Figure 1. Cell outlines without signal wires.
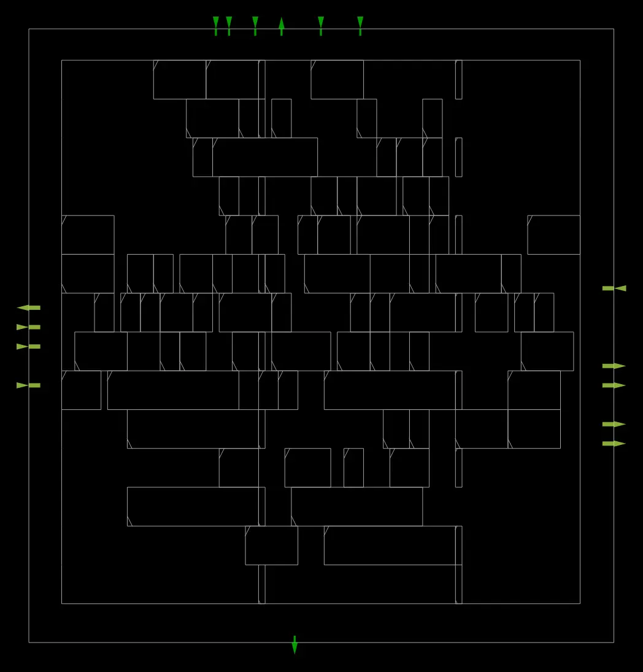
Figure 2. Signal metal coverage by tile.
Bar = 10 microns. 8 x 9 tiles, from black (low) to pale yellow (high), scaled to the fullest tile. Values are wire area over tile area, all layers added.
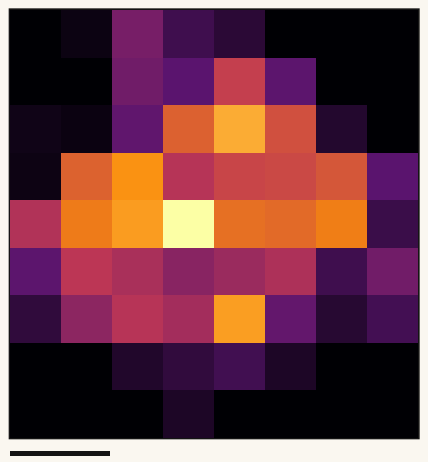
Figure 3. Placed cells, one colour a class.
Fill, decap, tap and diode cells in grey.
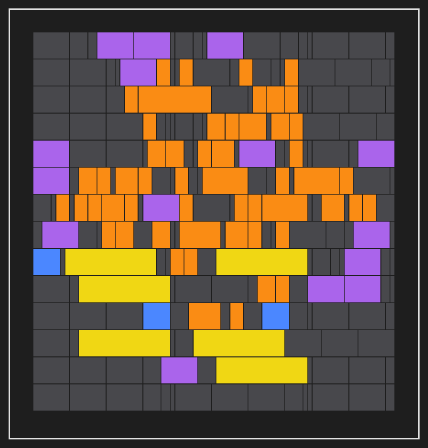
Figure 4. Wiring by layer.
Bar = 10 microns. Two of the layers only.
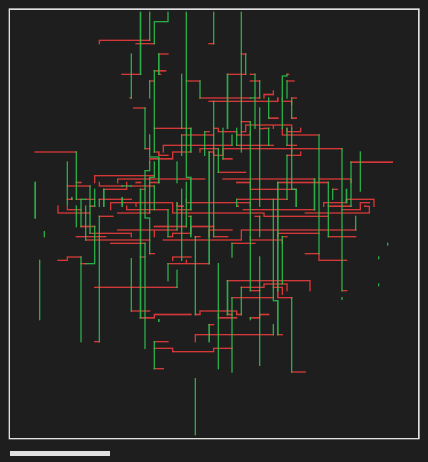
Figure 5. Metal 1.
Bar = 10 microns. Supply wires on this layer in grey.
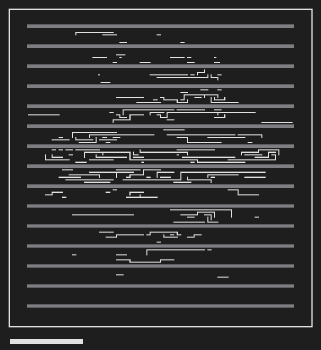
File: src/rtl/decr_cnt.sv
// decr_cnt -- loadable down-counter with a valid/ready load handshake.
//
// A load of N (N != 0) starts a count that steps down once per enabled
// clock edge and raises done_o for one cycle when the count reaches zero.
// A load of 0 finishes immediately: done_o pulses on the following cycle.
// abort_i cancels a running count silently.
//
// Optional build macro:
//   DECR_CNT_AUTO_RELOAD_EN -- the counter restarts from the last nonzero
//   loaded value instead of stopping at zero.
//   - It leaves RUN only through abort_i or reset.
//   - done_o then pulses every N+1 enabled edges.

module decr_cnt #(
    parameter int WIDTH = 4
) (
    input  logic             clk_i,
    input  logic             rst_i,
    input  logic             load_valid_i,
    output logic             load_ready_o,
    input  logic [WIDTH-1:0] load_data_i,
    input  logic             en_i,
    input  logic             abort_i,
    output logic [WIDTH-1:0] count_o,
    output logic             busy_o,
    output logic             done_o
);

    typedef enum logic {
        IDLE = 1'b0,
        RUN  = 1'b1
    } state_t;

    state_t           state_q, state_d;
    logic [WIDTH-1:0] count_q, count_d;
    logic             done_q,  done_d;
    logic             load_fire;
`ifdef DECR_CNT_AUTO_RELOAD_EN
    logic [WIDTH-1:0] reload_q, reload_d;
`endif

    // Handshake completes when a request meets an idle, out-of-reset block.
    assign load_fire = load_valid_i && load_ready_o;

    // Next-state, next-count and done-pulse decision for the coming edge.
    always_comb begin
        // NOTE: every signal gets a default before any branch so no path
        // leaves it unassigned, which would otherwise infer a latch.
        state_d = state_q;
        count_d = count_q;
        done_d  = 1'b0;
`ifdef DECR_CNT_AUTO_RELOAD_EN
        reload_d = reload_q;
`endif
        case (state_q)
            IDLE: begin
                // en_i and abort_i have no meaning here; only a load matters.
                if (load_fire) begin
                    count_d = load_data_i;
                    if (load_data_i != '0) begin
                        state_d = RUN;
`ifdef DECR_CNT_AUTO_RELOAD_EN
                        reload_d = load_data_i;
`endif
                    end else begin
                        // Zero-length count: report completion at once.
                        done_d = 1'b1;
                    end
                end
            end
            RUN: begin
                if (abort_i) begin
                    // Cancel wins over enable and never produces a done pulse.
                    state_d = IDLE;
                    count_d = '0;
                end else if (en_i) begin
                    if (count_q != '0) begin
                        count_d = count_q - WIDTH'(1);
                        if (count_q == WIDTH'(1)) begin
                            done_d = 1'b1;
`ifndef DECR_CNT_AUTO_RELOAD_EN
                            state_d = IDLE;
`endif
                        end
                    end
`ifdef DECR_CNT_AUTO_RELOAD_EN
                    else begin
                        // Zero was shown for one enabled cycle; start again.
                        count_d = reload_q;
                    end
`endif
                end
            end
            default: begin
                state_d = IDLE;
            end
        endcase
    end

    // State, count and done registers; reset clears everything at once.
    always_ff @(posedge clk_i or posedge rst_i) begin
        // NOTE: sequential state uses non-blocking assignments so every
        // register samples the values from before this edge.
        if (rst_i) begin
            state_q <= IDLE;
            count_q <= '0;
            done_q  <= 1'b0;
        end else begin
            state_q <= state_d;
            count_q <= count_d;
            done_q  <= done_d;
        end
    end

`ifdef DECR_CNT_AUTO_RELOAD_EN
    // Reload value register.
    always_ff @(posedge clk_i or posedge rst_i) begin
        // NOTE: the reload value is reset as well, so a restart can never
        // pick up a stale value after reset.
        if (rst_i) begin
            reload_q <= '0;
        end else begin
            reload_q <= reload_d;
        end
    end
`endif

    // Output decode.
    assign load_ready_o = (state_q == IDLE) && !rst_i;
    assign busy_o       = (state_q == RUN);
    assign count_o      = count_q;
    assign done_o       = done_q;

endmodule

File: config.mk
export PLATFORM = sky130hd
export DESIGN_NAME = decr_cnt
export DESIGN_NICKNAME = d
export VERILOG_FILES = /design/src/rtl/decr_cnt.sv
export SDC_FILE = /design/constraint.sdc
export NUM_CORES = 1
export LEC_CHECK = 0
export ABC_AREA = 1
export CAP_MARGIN = 30
export CORE_AREA = 2 2 39 41
export CTS_CLUSTER_SIZE = 14
export DETAILED_ROUTE_END_ITERATION = 10
export DIE_AREA = 0 0 41 43
export PLACE_DENSITY = 0.66
export SETUP_SLACK_MARGIN = 0.05
export SLEW_MARGIN = 20
export SYNTH_ARGS = -nofsm -noshare
export SYNTH_HDL_FRONTEND = slang
export SYNTH_SLANG_ARGS = --single-unit
File: constraint.sdc
create_clock -name clk_i -period 2.5 [get_ports clk_i]
set_input_delay 0.5 -clock clk_i [delete_from_list [all_inputs] [get_ports clk_i]]
set_output_delay 0.5 -clock clk_i [all_outputs]
set_load 0.005 [all_outputs]
==> results.md <==
| Step | Metric | Value |
|---|---|---|
| job | Max-capacitance violation count | 0 |
| power | Final Power | 0.000434 W |
| layout | Tally of non-filler cells in the final layout | 94 |
| job | Number of OpenROAD warnings | 28 |
| status | Status | finished, final reports clean |
| critical path | Capturing element of the worst setup path | load_ready_o |
| timing | Total of endpoints with negative setup slack in the final report | 0 |
| synth | Ranking of synthesized cells by instance count | 18 x sky130_fd_sc_hd__nand2_1, 7 x sky130_fd_sc_hd__inv_1, 6 x sky130_fd_sc_hd__dfrtp_1, 6 x sky130_fd_sc_hd__nor2_1, 5 x sky130_fd_sc_hd__nand3_1 |
| cts | Number of post-CTS setup repair buffers | 0 |
| timing | Setup repair after global routing missed its margin | false |
| synth | Post-synth design cell area | 435 sq um |
| synth | Synth Flop Type | sky130_fd_sc_hd__dfrtp_1 |
| routing | Met2 wire len | 472 microns |
| global routing | Initial antenna violation count | 0 |
| routing | DRC marker count from the first detailed-route iteration | 9 |
| cts | Sinks on the clock net | 6 |
| cts | Hold-fix buffers, CTS | 0 |
| synth | Seq share, synth | 34.5% |
| synth | Yosys chip area | 435 sq um |
| power | Pleak | 0.310 nW |
| layout | Commonest non-fill, non-tap cells in the layout | 18 x sky130_fd_sc_hd__nand2_1, 15 x sky130_fd_sc_hd__clkdlybuf4s50_1, 7 x sky130_fd_sc_hd__inv_1 |
| routing | Number of search-and-repair iterations in the first detailed-routing pass | 4 |
| synth | Warnings from Yosys | 0 |
| routing | Vias post-DR | 442 |
| synth | Number of nets at floorplan | 72 |
| critical path | Critical register-to-register path endpoint | count_o[2] |
| timing | Worst-Margin Slew | 244 ps |
| global routing | Grt total ovfl | 0 |
-- Figure 1 (at the start) --
number of fill cells: 143
tap cells: 16
Seq area share: 23.9%
std cell rows: 14
area of the core: 1380 sq um

-- Figure 2 (at the start) --
28% of the tiles are nearly empty. The fullest tile reaches 0.32. The densest ninth of the die: centre.

-- Figure 3 (at the start) --
Key: remaining logic cells = orange [cells 54]; remaining buffers and delay cells = purple [cells 15]; registers = yellow [cells 6]; clock-net drivers = blue [cells 3]

-- Figure 4 (at the start) --
Key: M2 = green [wire length 472 microns]; M1 = red [wire length 415 microns]

-- Figure 5 (at the start) --
The layer carries 415 microns of wire. The longest straight run is 12.0 microns. The wires run mostly horizontal. The layer holds 43% of the routed length.

## sequential cells by signal, indices dropped and copies added, names as in the netlist
register / count
busy_o: 1
count_o: 4
done_o: 1
## report_power, final
group | internal (W) | switching, W | leakage [nW]
clock | 0.0000540 | 0.0000302 | 0.0138
combinational | 0.000102 | 0.0000972 | 0.220
sequential | 0.000120 | 0.0000306 | 0.0767
## final cells by class
class                      instances  area [sq um]
fill                             143           756
multi-input combinational         45           251
sequential                         6           150
timing repair buffer              15           150
inverter                           9          33.8
clock buffer                       3          22.5
tap                               16          20.0
## kinds of logic after synthesis
group	count (synthesis)	share of synthesized area [%]
buffers and inverters	9	7.76
AND/OR/NAND/NOR	35	39.4
adder cells (fa/ha/maj)	3	8.62
flip-flops	6	34.5
AND-OR/OR-AND	7	9.77
Power is estimated from default activity; no workload was simulated.
